$ cat config.mk
export PLATFORM = sky130hd
export DESIGN_NAME = logic_unit_arbiter
export DESIGN_NICKNAME = d
export VERILOG_FILES = /design/src/rtl/logic_unit_arbiter.sv
export SDC_FILE = /design/constraint.sdc
export NUM_CORES = 1
export LEC_CHECK = 0
export CORE_ASPECT_RATIO = 1.4
export CORE_MARGIN = 5
export CORE_UTILIZATION = 40
export DETAILED_ROUTE_END_ITERATION = 6
export DONT_BUFFER_PORTS = 1
export PLACE_DENSITY = 0.59
export REMOVE_ABC_BUFFERS = 1
export SLEW_MARGIN = 0
export SYNTH_ARGS = -nofsm -noshare
export SYNTH_HDL_FRONTEND = slang
export SYNTH_SLANG_ARGS = --single-unit
$ cat constraint.sdc
create_clock -name i_clk -period 4.3 [get_ports i_clk]
set_clock_uncertainty 0.2 [all_clocks]
set_input_delay 0.645 -clock i_clk [delete_from_list [all_inputs] [get_ports i_clk]]
set_output_delay 0.645 -clock i_clk [all_outputs]
set_load 0.02 [all_outputs]
$ cat src/rtl/logic_unit_arbiter.sv
// Two-requester arbiter for a shared XOR/OR/AND/pass unit; result lands in a one-entry slot the cycle after accept.
// READY drops while the slot is full and not draining; `LOGIC_ARB_ROUND_ROBIN_EN selects round-robin, else fixed R0 priority.
module logic_unit_arbiter #(
  parameter int N = 32
) (
  input  logic         i_clk,
  input  logic         i_rst,
  input  logic         i_r0_valid,
  output logic         o_r0_ready,
  input  logic [1:0]   i_r0_op,
  input  logic [N-1:0] i_r0_in1,
  input  logic [N-1:0] i_r0_in2,
  input  logic         i_r1_valid,
  output logic         o_r1_ready,
  input  logic [1:0]   i_r1_op,
  input  logic [N-1:0] i_r1_in1,
  input  logic [N-1:0] i_r1_in2,
  output logic         o_res_valid,
  input  logic         i_res_ready,
  output logic [N-1:0] o_res,
  output logic         o_res_id
);

  typedef struct packed {
    logic         id;
    logic [N-1:0] res;
  } slot_t;

  logic         r_valid;
  slot_t        r_slot;
  logic         w_pri;
  logic         w_free;
  logic         w_grant;
  logic         w_accept;
  logic [1:0]   w_op;
  logic [N-1:0] w_in1;
  logic [N-1:0] w_in2;
  logic [N-1:0] w_result;

  function automatic logic [N-1:0] f_logic(input logic [1:0] op,
                                           input logic [N-1:0] a,
                                           input logic [N-1:0] b);
    logic [N-1:0] y;
    case (op)
      2'b00:   y = a ^ b;
      2'b01:   y = a | b;
      2'b10:   y = a & b;
      default: y = a;
    endcase
    return y;
  endfunction

`ifdef LOGIC_ARB_ROUND_ROBIN_EN
  logic r_pri;

  // Pointer goes to whichever requester did not just win.
  always_ff @(posedge i_clk or posedge i_rst) begin
    if (i_rst) begin
      r_pri <= 1'b0;
    end else if (w_accept) begin
      r_pri <= ~w_grant;
    end
  end

  assign w_pri = r_pri;
`else
  assign w_pri = 1'b0;
`endif

  always_comb begin
    w_free   = !r_valid || i_res_ready;
    w_grant  = (i_r0_valid && i_r1_valid) ? w_pri : i_r1_valid;
    w_accept = w_free && (i_r0_valid || i_r1_valid) && !i_rst;
    w_op     = w_grant ? i_r1_op  : i_r0_op;
    w_in1    = w_grant ? i_r1_in1 : i_r0_in1;
    w_in2    = w_grant ? i_r1_in2 : i_r0_in2;
    w_result = f_logic(w_op, w_in1, w_in2);
  end

  assign o_r0_ready = w_accept && !w_grant;
  assign o_r1_ready = w_accept &&  w_grant;

  // A drain with no accept only clears valid; the stale payload stays visible.
  always_ff @(posedge i_clk or posedge i_rst) begin
    if (i_rst) begin
      r_valid <= 1'b0;
      r_slot  <= '0;
    end else if (w_accept) begin
      r_valid     <= 1'b1;
      r_slot.id   <= w_grant;
      r_slot.res  <= w_result;
    end else if (i_res_ready) begin
      r_valid <= 1'b0;
    end
  end

  assign o_res_valid = r_valid;
  assign o_res       = r_slot.res;
  assign o_res_id    = r_slot.id;

endmodule

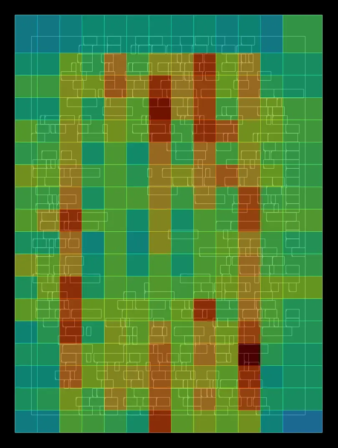
(images/congestion.png)
GRT Max-Usage Layer: met2
Final Util: 0.424
GR Util met2: 0.287

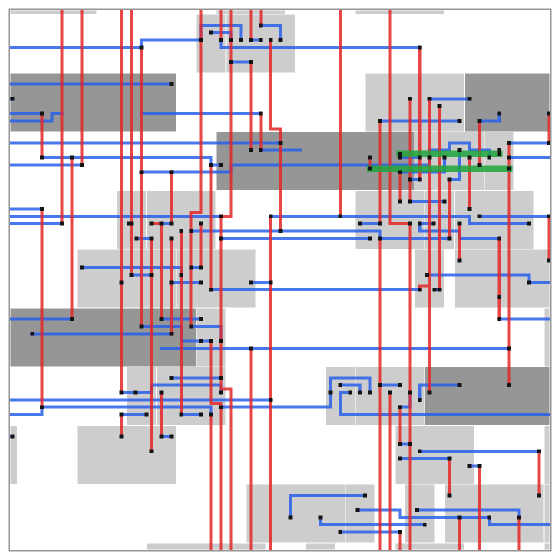
(images/detail.png)
Region (59, 84) to (84, 109) µm. Cells in grey, sequential cells in the stronger grey; small squares are vias.
metal 1 -> blue
metal 3 -> green
metal 2 -> red
most frequent = inv_1 (6), ha_1 (6)
sequential cells in the window = 4
netlist names of flops here include = `o_res` (4)
cells with their middle in the window = 29

==> results.cfg <==
; yosys + openroad results
[critical_path]
worstPathRequired_ps = 3450
cp_slowest_cell = nor3_1

[yosys]
yosys-stat-cells = 402
yosys.area_share.simple = 0.0461
xor_share = 0
yosys_area_um2 = 4050
syn_area_per_cell_um2 = 10.1

[layout]
comb_share = 0.651
n_clock_buffer = 7
drive_above_1_share = 0.231
bufAreaShareNonClock = 0.00716
largest_class = logic gates
combGateArea_um2 = 2730

[routing]
routed_wl_mm = 9.56

[pwr]
power.internal_mw = 0.844
power_mw = 1.34
power_frac_clock = 0.305
pg_comb_mw = 0.381
pg_seq_mw = 0.550

[global_route]
grt_max_degree = 70

[status]
status = complete, no violations

[die]
die_w_um = 95.0
rows = 43
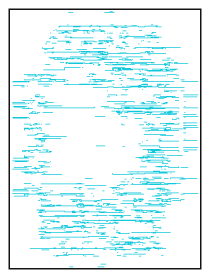
(images/layer_met1.png)
Drawn at 2 px/µm.
main direction = horizontal
nets with wire on the layer = 500

sequential cells by signal (all words and copies together) (netlist names):
register	flops
o_res	32
o_res_id	1
o_res_valid	1
worst paths after layout:
| kind | depth (start not counted) | slack, ps | to |
|---|---|---|---|
| min in group i_clk | 2 | 390 | o_res_id |
| worst min register to register | 1 | 440 | o_res_id |
| max in group asynchronous | 2 | 3010 | o_res_valid |
| worst max-delay path | 2 | 1480 | o_r1_ready |
| worst min-delay path | 1 | 150 | o_res_id |
| worst max register to register | 5 | 2120 | o_res[24] |
per-layer routing:
layer,track usage,part of all wire,up-vias
li1,-,-,1385
met4,0.0340,0.0082,0
met1,0.165,0.37,1339
met5,0,0,-
met2,0.287,0.55,93
met3,0.0404,0.066,6
